Fig. 1: run 1, placement by cell class
Fill, decap, tap and diode cells in grey.
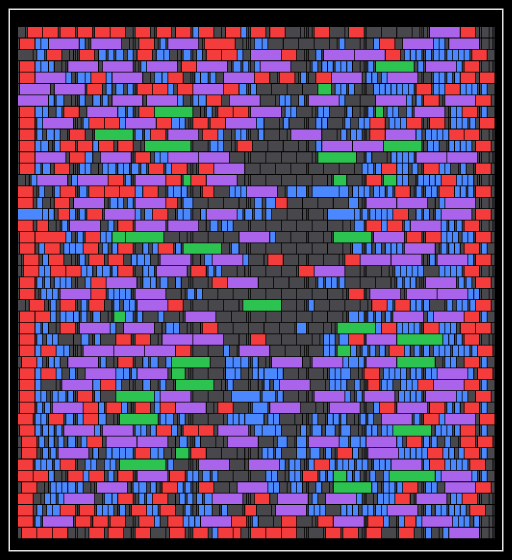
Fig. 2: run 1, clock wiring as the flow saved it
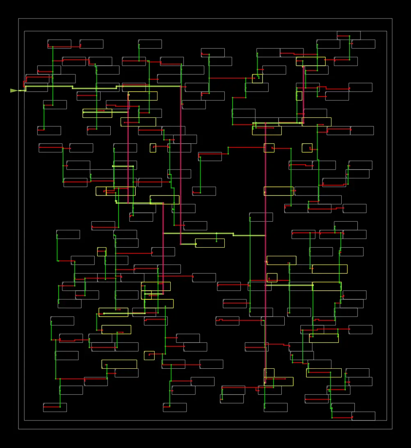
Fig. 3: run 1, wiring by layer
The bar under the picture is 20 um long. Only two layers are drawn.
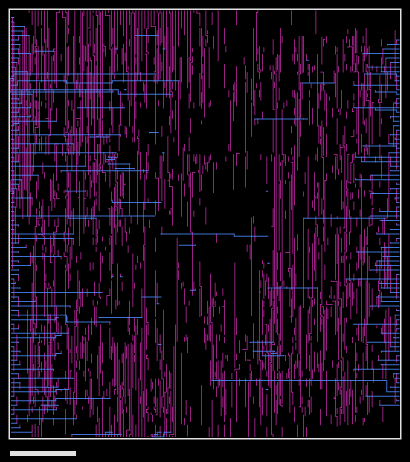
`src/rtl/mem_arbiter.sv`:
```
// mem_arbiter: shares one single-ported multi-cycle RAM between the IFU and the LSU,
// one outstanding request at a time, with round-robin or LSU-priority arbitration and a response timeout.
module mem_arbiter #(
    parameter int XLEN         = 32,
    parameter int LSU_PRIORITY = 0,
    parameter int TIMEOUT      = 64
) (
    input  logic            clock,
    input  logic            reset,
    input  logic            ifu_req_valid,
    output logic            ifu_req_ready,
    input  logic [XLEN-1:0] ifu_addr,
    output logic            ifu_resp_valid,
    output logic [XLEN-1:0] ifu_rdata,
    input  logic            lsu_req_valid,
    output logic            lsu_req_ready,
    input  logic            lsu_wen,
    input  logic [XLEN-1:0] lsu_addr,
    input  logic [XLEN-1:0] lsu_wdata,
    input  logic [3:0]      lsu_wbmask,
    output logic            lsu_resp_valid,
    output logic [XLEN-1:0] lsu_rdata,
    output logic            err,
    output logic            mem_reqValid,
    output logic            mem_wen,
    output logic [XLEN-1:0] mem_addr,
    output logic [XLEN-1:0] mem_wdata,
    output logic [3:0]      mem_wbmask,
    input  logic            mem_respValid,
    input  logic [XLEN-1:0] mem_rdata
);
    typedef enum logic [1:0] {IDLE, REQ, WAIT, RESP} state_t;
    localparam int CW = $clog2(TIMEOUT);
    state_t          state_q, state_d;
    logic            last_lsu_q, last_lsu_d, grant_lsu_q, grant_lsu_d;
    logic [CW-1:0]   cnt_q, cnt_d;
    logic            req_valid_q, req_valid_d, wen_q, wen_d, err_q, err_d;
    logic            ifu_resp_q, ifu_resp_d, lsu_resp_q, lsu_resp_d;
    logic [XLEN-1:0] addr_q, addr_d, wdata_q, wdata_d;
    logic [XLEN-1:0] ifu_rdata_q, ifu_rdata_d, lsu_rdata_q, lsu_rdata_d;
    logic [3:0]      wbmask_q, wbmask_d;
    logic            grant, pick_lsu, timed_out, done;
    logic [XLEN-1:0] cap;
    // On a tie the LSU wins under fixed priority, otherwise whoever was not granted last
    assign pick_lsu      = lsu_req_valid && (!ifu_req_valid || LSU_PRIORITY != 0 || !last_lsu_q);
    assign grant         = state_q == IDLE && (ifu_req_valid || lsu_req_valid);
    assign ifu_req_ready = grant && !pick_lsu;
    assign lsu_req_ready = grant && pick_lsu;
    assign timed_out     = cnt_q == CW'(TIMEOUT - 1);
    assign done          = state_q == WAIT && (mem_respValid || timed_out);
    assign cap           = mem_respValid && !wen_q ? mem_rdata : '0;
    always_comb begin
        state_d     = grant ? REQ : state_q == REQ ? WAIT : done ? RESP : state_q == RESP ? IDLE : state_q;
        last_lsu_d  = grant ? pick_lsu : last_lsu_q;
        grant_lsu_d = grant ? pick_lsu : grant_lsu_q;
        req_valid_d = grant;
        wen_d       = grant ? pick_lsu && lsu_wen : wen_q;
        addr_d      = grant ? (pick_lsu ? lsu_addr : ifu_addr) : addr_q;
        wdata_d     = grant ? (pick_lsu ? lsu_wdata : '0) : wdata_q;
        wbmask_d    = grant ? (pick_lsu ? lsu_wbmask : '0) : wbmask_q;
        cnt_d       = state_q == WAIT ? cnt_q + 1'b1 : '0;
        ifu_resp_d  = done && !grant_lsu_q;
        lsu_resp_d  = done && grant_lsu_q;
        err_d       = done && !mem_respValid;
        ifu_rdata_d = ifu_resp_d ? cap : ifu_rdata_q;
        lsu_rdata_d = lsu_resp_d ? cap : lsu_rdata_q;
    end
    always_ff @(posedge clock) begin
        if (reset) begin
            state_q     <= IDLE;
            last_lsu_q  <= 1'b1;
            grant_lsu_q <= 1'b0;
            cnt_q       <= '0;
            req_valid_q <= 1'b0;
            wen_q       <= 1'b0;
            addr_q      <= '0;
            wdata_q     <= '0;
            wbmask_q    <= '0;
            ifu_resp_q  <= 1'b0;
            lsu_resp_q  <= 1'b0;
            err_q       <= 1'b0;
            ifu_rdata_q <= '0;
            lsu_rdata_q <= '0;
        end else begin
            state_q     <= state_d;
            last_lsu_q  <= last_lsu_d;
            grant_lsu_q <= grant_lsu_d;
            cnt_q       <= cnt_d;
            req_valid_q <= req_valid_d;
            wen_q       <= wen_d;
            addr_q      <= addr_d;
            wdata_q     <= wdata_d;
            wbmask_q    <= wbmask_d;
            ifu_resp_q  <= ifu_resp_d;
            lsu_resp_q  <= lsu_resp_d;
            err_q       <= err_d;
            ifu_rdata_q <= ifu_rdata_d;
            lsu_rdata_q <= lsu_rdata_d;
        end
    end
    assign mem_reqValid   = req_valid_q;
    assign mem_wen        = wen_q;
    assign mem_addr       = addr_q;
    assign mem_wdata      = wdata_q;
    assign mem_wbmask     = wbmask_q;
    assign ifu_resp_valid = ifu_resp_q;
    assign lsu_resp_valid = lsu_resp_q;
    assign ifu_rdata      = ifu_rdata_q;
    assign lsu_rdata      = lsu_rdata_q;
    assign err            = err_q;
endmodule
```
`config.mk`:
```
export PLATFORM = sky130hd
export DESIGN_NAME = mem_arbiter
export DESIGN_NICKNAME = d
export VERILOG_FILES = /design/src/rtl/mem_arbiter.sv
export SDC_FILE = /design/constraint.sdc
export NUM_CORES = 1
export LEC_CHECK = 0
export ABC_AREA = 1
export CAP_MARGIN = 0
export CORE_ASPECT_RATIO = 1.1
export CORE_MARGIN = 1.5
export CORE_UTILIZATION = 43
export CTS_CLUSTER_SIZE = 28
export DETAILED_ROUTE_END_ITERATION = 8
export PLACE_DENSITY = 0.82
export SYNTH_ARGS = -nofsm -noshare
export SYNTH_HDL_FRONTEND = slang
export SYNTH_SLANG_ARGS = --single-unit
```
`constraint.sdc`:
```
create_clock -name clock -period 4.5 [get_ports clock]
set_input_delay 0.9 -clock clock [delete_from_list [all_inputs] [get_ports clock]]
set_output_delay 0.9 -clock clock [all_outputs]
set_load 0.05 [all_outputs]
```
==> impl_metrics.toml, run 1 <==
# synthesis and place-and-route metrics
[run_status]
status = "complete, no violations"

[placed_design]
dp_slack_ns = 1.21
dpl.hpwl_mm = 13.6
placed_cell_area_um2 = 9070
gp_congestion = 0.801

[critical_path]
path_cells = "clkdlybuf4s50_1 > nand2_1 > nand2_1 > buf_4 > inv_1 > nor2_1 > buf_12"
crit_cells = 7
critPathLaunchType = "primary input"
cp-end-kind = "output pin"
critPathKind = "in -> out"
rrSetupSlack_ns = 2.16
slowest_delay_ns = 0.53
reg2reg_depth = 6

[synth]
synthMuxAreaShare = 0
syn_inst = 951
largest_area_cell = "dfxtp_1"
async_flop_share = 0
synth-main-ff-cell = "dfxtp_1"
syn_nets = 1090
synth_top_area_share = 0.474
ys_sh_aoi = 0.0650
syn-mean-instance-area_um2 = 6.53

[flow_run]
cap_viol_max_count = 0

[power_and_ir_drop]
intPower_mw = 2.65
p_sw_mw = 1.20
powerClk_mw = 1.50
totalPowerFinal_mw = 3.85
p_leak_nw = 4.41
power_frac_clock = 0.390
top_power_group = "the clock network"
ir_drop_v = 0.000209

[route]
first_iter_violations = 401
wl_met1_mm = 7.73
routedWlPerCell_um = 13.7
via_count = 6432

[sta]
holdWs_ns = 0.447
fmax_mhz = 304
rsz0062_at_grt = "no"
setup_tns_ns = 0
tightestPinTransition_ns = 0.961
relSlewSlack = 0.358

[global_route]
grt_max_degree = 74
grt_pass1_wl_mm = 30.0
grt_overflow = 0
met1_usage = 0.294

[layout]
final_area_um2 = 9700
nMultiInputCombCells = 631
buffer_area_frac = 0.293
finalNetCount = 1338
synthToLayoutAreaGrowth_pct = 56.1
n_all_inverters = 118
drive_gt1_frac = 0.0429

[clock_network]
ctsResizeCount = 0
hold_buffers = 0
clock_sinks = 147
root_buffer = "clkbuf_16"
post_cts_buffers = 0

[floorplan]
fp-utilization = 0.445
die_x_um = 118
io_pins = 277

[worst_hold_path]
worstHoldPathCells = 1
hp-start = "cnt_q[0]$_SDFF_PP0_"
## Picture notes: Fig. 1
Key: red = remaining buffers and delay cells [cells 284]; green = clock drivers and dummy loads [cells 32]; purple = sequential cells [cells 147]; blue = combinational and other logic [cells 749]
Core Rows: 45
Seq area share: 0.303
Core Region: 14,000 um^2
final core occ: 0.695

## Picture notes: Fig. 2
Insertion Delay late pin: 0.42 ns
Post-Route Skew: 0.00691 ns
CTS buffer count: 17

## Picture notes: Fig. 3
Key: magenta = metal 2 [wire length 9,380 um]; blue = metal 3 [wire length 1,580 um]
DRT Wirelength: 19.2 mm
Total GRT Usage: 0.251

==> run 1 -> run 2 <==
CORE_UTILIZATION = 42   (was 43)
PLACE_DENSITY = 0.8   (was 0.82)
clock period = 3.2 ns   (was 4.5 ns; I/O delays follow)
Fig. 4: run 2, placement by cell class
Fill, decap, tap and diode cells in grey.
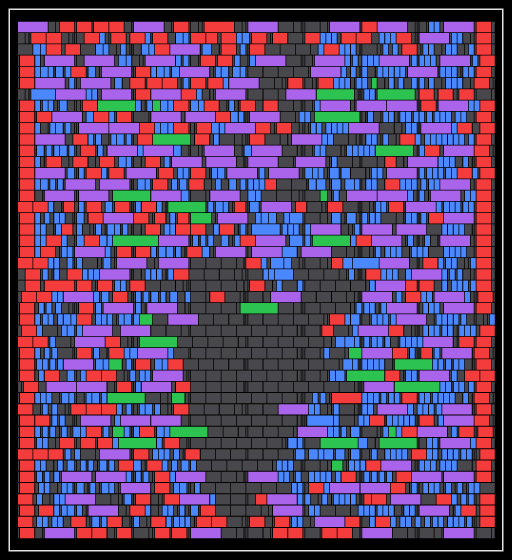
Key: red = remaining buffers and delay cells [cells 291]; purple = sequential cells [cells 147]; green = clock drivers and dummy loads [cells 31]; blue = combinational and other logic [cells 749]
Core Rows: 46
final core occ: 0.674

==> impl_metrics.toml, run 2 <==
# synthesis and place-and-route metrics
[sta]
finalMaxSlewViolations = 0
tightestPinTransition_ns = 0.959
relSlewSlack = 0.360
rsz0062_at_grt = "no"
holdWs_ns = 0.447
fmax_mhz = 379
setup_ws_ns = 0.563
setup_tns_ns = 0
setup_violations = 0

[critical_path]
reg2reg_depth = 8
worstReg2RegStart = "cnt_q[0]$_SDFF_PP0_"
path_cells = "clkdlybuf4s50_1 > o21ai_4 > nor2_1 > buf_12"
crit_family = "buffers and inverters"
worstReg2RegEnd = "ifu_rdata[22]$_SDFFE_PP0P_"
slowest_delay_ns = 0.53
rrSetupSlack_ns = 0.96
crit_path_end = "ifu_req_ready"
cp-end-kind = "output pin"
crit_cells = 4
critPathLaunchType = "primary input"
worstPathMaxFanout = 19
crit_start = "lsu_req_valid"
path_buffers = 2
critPathKind = "in -> out"
cp.required_ns = 2.56

[route]
wl_met3_mm = 1.70
ant_nets = 0
firstDrtPassIters = 5
wl_met1_mm = 7.52
routed_wl_mm = 18.5
drc_errors = 0
drt-vias-per-instance = 4.52
routedWlPerCell_um = 13.1
first_iter_violations = 378
via_count = 6368

[layout]
nMultiInputCombCells = 631
final_area_um2 = 9740
buffer_area_frac = 0.298
drive_gt1_frac = 0.0468
comb-cell-share = 0.268
finalNetCount = 1345
dominant_cells = "flip-flops and latches"
nClkBuffers = 19
layout_top_cell = "nand2_1"
seq-cell-share = 0.302
n_all_inverters = 118
synthToLayoutAreaGrowth_pct = 56.7
non_clock_buffer_count = 291
clkCellAreaFrac = 0.0614
n_antenna_cell = 0

[power_and_ir_drop]
p_sw_mw = 1.66
power_density_nw_per_um2 = 548
p_comb_mw = 1.30
totalPowerFinal_mw = 5.33
top_power_group = "the clock network"
intPower_mw = 3.67
pwr-share-seq = 0.377
p_leak_nw = 4.43
p_comb_frac = 0.244
ir_drop_v = 0.000314
seq_power_mw = 2.01

[clock_network]
numCtsBuffers = 17
hold_buffers = 0
clock_sinks = 147
clkLatencyLatePin_ns = 0.42
root_buffer = "clkbuf_16"
post_cts_buffers = 0
ctsResizeCount = 0
h-tree-depth = 4
cts_buffer_depth = 2
clk_pin_slew_ns = 0.06
cts_tree = "done"

[global_route]
grtUsageMet2 = 0.408
track_usage = 0.237
antenna_found_initial = 0
grt_pass1_wl_mm = 28.4
grt_max_degree = 74
met1_usage = 0.272
grt.busiest_layer = "met2"
grt_overflow = 0

[synth]
yosys-top-cells-count = "400 x nand2_1, 147 x dfxtp_1, 123 x nor2_1, 118 x inv_1, 73 x a21oi_1"
largest_area_cell = "dfxtp_1"
ys_sh_aoi = 0.0650
synth.distinct_cells = 20
syn-mean-instance-area_um2 = 6.53
synth_top_area_share = 0.474
ys_cells = 951
ys_top_logic_family = "simple AND/OR/NAND/NOR gates"
fa_ha_area_frac = 0.00201
most_common_cell = "nand2_1"
async_flop_share = 0
synth-main-ff-cell = "dfxtp_1"
ys_warn_count = 0
ys_chip_area_um2 = 6210
postSynthSeqShare = 0.474
synth-edff-count = 0
syn_inst = 951
syn_nets = 1090
synthMuxAreaShare = 0

[worst_hold_path]
hold_end = "cnt_q[0]$_SDFF_PP0_"
worstHoldPathCells = 1
worst_hold_path_type = "reg -> reg"
hp-start = "cnt_q[0]$_SDFF_PP0_"

[floorplan]
die_x_um = 119
fp-utilization = 0.430
io_pins = 277
taps = 192
coreArea_um2 = 14400
dieHeight_um = 131

[flow_run]
cap_viol_max_count = 0
log.warning_count = 26

[placed_design]
io_buffers = 276
gp_congestion = 0.848
placed_cell_area_um2 = 9140
dp_slack_ns = 0.508
dpl.hpwl_mm = 13.5
dp.cells = 1379

[run_status]
status = "complete, no violations"
Fig. 5: run 2, clock wires, drivers and flops
The bar under the picture is 20 um long.
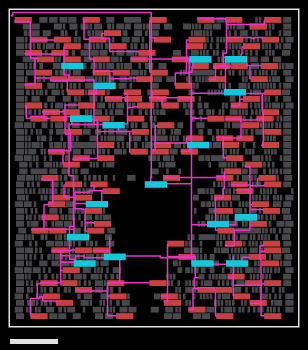
Key: magenta = clock wires [length 1,790 um]; cyan = clock drivers [count 17]; red = flip-flops [count 147]
Position of the flops: all over the die.
Clock power frac: 0.380
Post-Route Skew: 0.00706 ns
clock group power: 2.02 mW

==> run 2 -> run 3 <==
CORE_UTILIZATION = 38   (was 42)
PLACE_DENSITY = 0.77   (was 0.8)
clock period = 2.35 ns   (was 3.2 ns; I/O delays follow)
Fig. 6: run 3, where the registers sit
The bar under the picture is 20 um long. Other sequential cells in the stronger grey, the rest of the logic in the fainter grey.
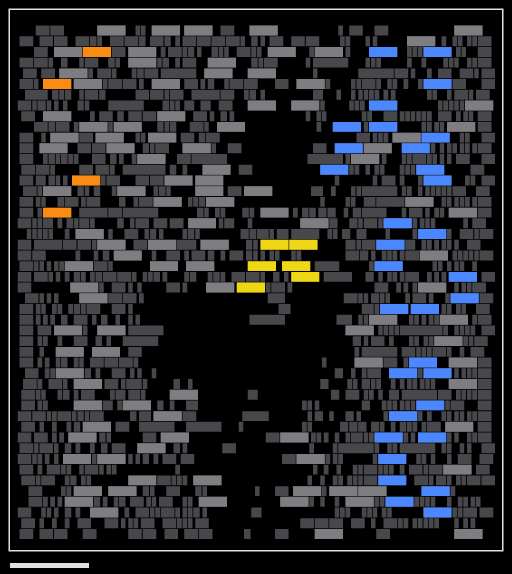
Key: yellow = cnt_q [sequential cells 6, where middle]; blue = ifu_rdata [sequential cells 32, where a vertical strip on the right]; orange = mem_wbmask [sequential cells 4, where top left]

==> impl_metrics.toml, run 3 <==
# synthesis and place-and-route metrics
[run_status]
status = "complete, no violations"

[critical_path]
critPathLaunchType = "flop"
cp-end-kind = "output pin"
path_cells = "nor2_1 > o21ai_4 > nor2_2 > buf_12"
worstPathMaxFanout = 4
crit_start = "state_q[0]$_SDFFE_PP0P_"
slowest_delay_ns = 0.37
reg2reg_depth = 8
crit_cells = 4
worstReg2RegEnd = "ifu_rdata[18]$_SDFFE_PP0P_"
cp.required_ns = 1.88
path_buffers = 1
crit_family = "simple AND/OR/NAND/NOR gates"
crit_path_end = "lsu_req_ready"
worstReg2RegStart = "cnt_q[0]$_SDFF_PP0_"
cpMaxStageDelayCell = "nor2_1"
rrSetupSlack_ns = 0.43
critPathKind = "reg -> out"

[layout]
n_all_inverters = 118
final_cell_mix = "400 x nand2_1, 272 x clkdlybuf4s50_1, 147 x dfxtp_1"
clkCellAreaFrac = 0.0605
layout_top_cell = "nand2_1"
n_antenna_cell = 0
dominant_cells = "buffers"
nMultiInputCombCells = 632
nClkBuffers = 19
finalNetCount = 1349
non_clock_buffer_count = 294
synthToLayoutAreaGrowth_pct = 57.8
buffer_area_frac = 0.302
comb-cell-share = 0.267
drive_gt1_frac = 0.0515

[floorplan]
die_x_um = 125
taps = 200
fp-utilization = 0.392
dieHeight_um = 137
io_pins = 277

[clock_network]
ctsResizeCount = 0
clk_pin_slew_ns = 0.06
post_cts_buffers = 0
clkLatencyLatePin_ns = 0.43
clock_sinks = 147
root_buffer = "clkbuf_16"
h-tree-depth = 4
numCtsBuffers = 17
cts_tree = "done"
cts_buffer_depth = 2
hold_buffers = 0

[power_and_ir_drop]
powerClk_mw = 2.72
p_leak_nw = 4.47
intPower_mw = 4.93
p_comb_mw = 1.80
p_sw_mw = 2.33
ir_drop_v = 0.000490
totalPowerFinal_mw = 7.26
top_power_group = "registers"
p_comb_frac = 0.248
pwr-share-seq = 0.377
power_density_nw_per_um2 = 740
seq_power_mw = 2.74
power_frac_clock = 0.375

[sta]
tightestPinTransition_ns = 0.792
relSlewSlack = 0.472
fmax_mhz = 457
setup_tns_ns = 0
finalCritPeriodShare = 0.930
rsz0062_at_grt = "no"
holdWs_ns = 0.455
setup_ws_ns = 0.164
finalMaxSlewViolations = 0
setup_violations = 0
finClkSkew_ns = 0.00766

[route]
wl_met3_mm = 1.79
firstDrtPassIters = 4
wl_met1_mm = 8.05
routed_wl_mm = 19.6
via_count = 6445
wl_met2_mm = 9.22
ant_nets = 0
drc_errors = 0
first_iter_violations = 265
drt-vias-per-instance = 4.53
routedWlPerCell_um = 13.8

[synth]
postSynthSeqShare = 0.474
synthMuxAreaShare = 0
largest_area_cell = "dfxtp_1"
fa_ha_area_frac = 0.00201
yosys-top-cells-count = "400 x nand2_1, 147 x dfxtp_1, 123 x nor2_1, 118 x inv_1, 73 x a21oi_1"
async_flop_share = 0
synth_area_um2 = 6210
synth-edff-count = 0
synth_top_area_share = 0.474
syn_nets = 1090
ys_sh_aoi = 0.0650
syn-mean-instance-area_um2 = 6.53
area_leaders = "dfxtp_1 47%, nand2_1 24%, nor2_1 7.4%, inv_1 7.1%, a21oi_1 5.9%"
syn_inst = 951
most_common_cell = "nand2_1"
synth.distinct_cells = 20
ys_warn_count = 0
ys_top_logic_family = "simple AND/OR/NAND/NOR gates"
synth-main-ff-cell = "dfxtp_1"
ys_cells = 951
ys_chip_area_um2 = 6210

[placed_design]
gp_congestion = 0.829
io_buffers = 276
dp_slack_ns = 0.223
dp.cells = 1390
placed_cell_area_um2 = 9210
dpl.hpwl_mm = 14.2

[worst_hold_path]
worst_hold_path_type = "reg -> reg"
worstHoldPathCells = 1
hp-start = "cnt_q[0]$_SDFF_PP0_"
hold_end = "cnt_q[0]$_SDFF_PP0_"

[global_route]
grt.busiest_layer = "met2"
grtUsageMet2 = 0.393
grt_overflow = 0
antenna_found_initial = 0
grt_max_degree = 74
track_usage = 0.226
grt_pass1_wl_mm = 30.4
met1_usage = 0.252

[flow_run]
log.warning_count = 26
cap_viol_max_count = 0
Fig. 7: run 3, placement by cell class
Fill, decap, tap and diode cells in grey.
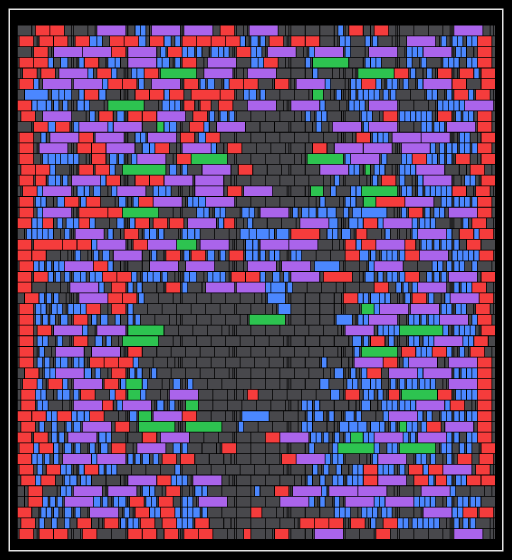
Key: red = remaining buffers and delay cells [cells 294]; green = clock drivers and dummy loads [cells 32]; blue = combinational and other logic [cells 750]; purple = sequential cells [cells 147]
final core occ: 0.619
Seq area share: 0.300
Core Rows: 48
Core Region: 15,900 um^2
Final Cell Area: 9810 um^2

Power is estimated from default activity; no workload was simulated.
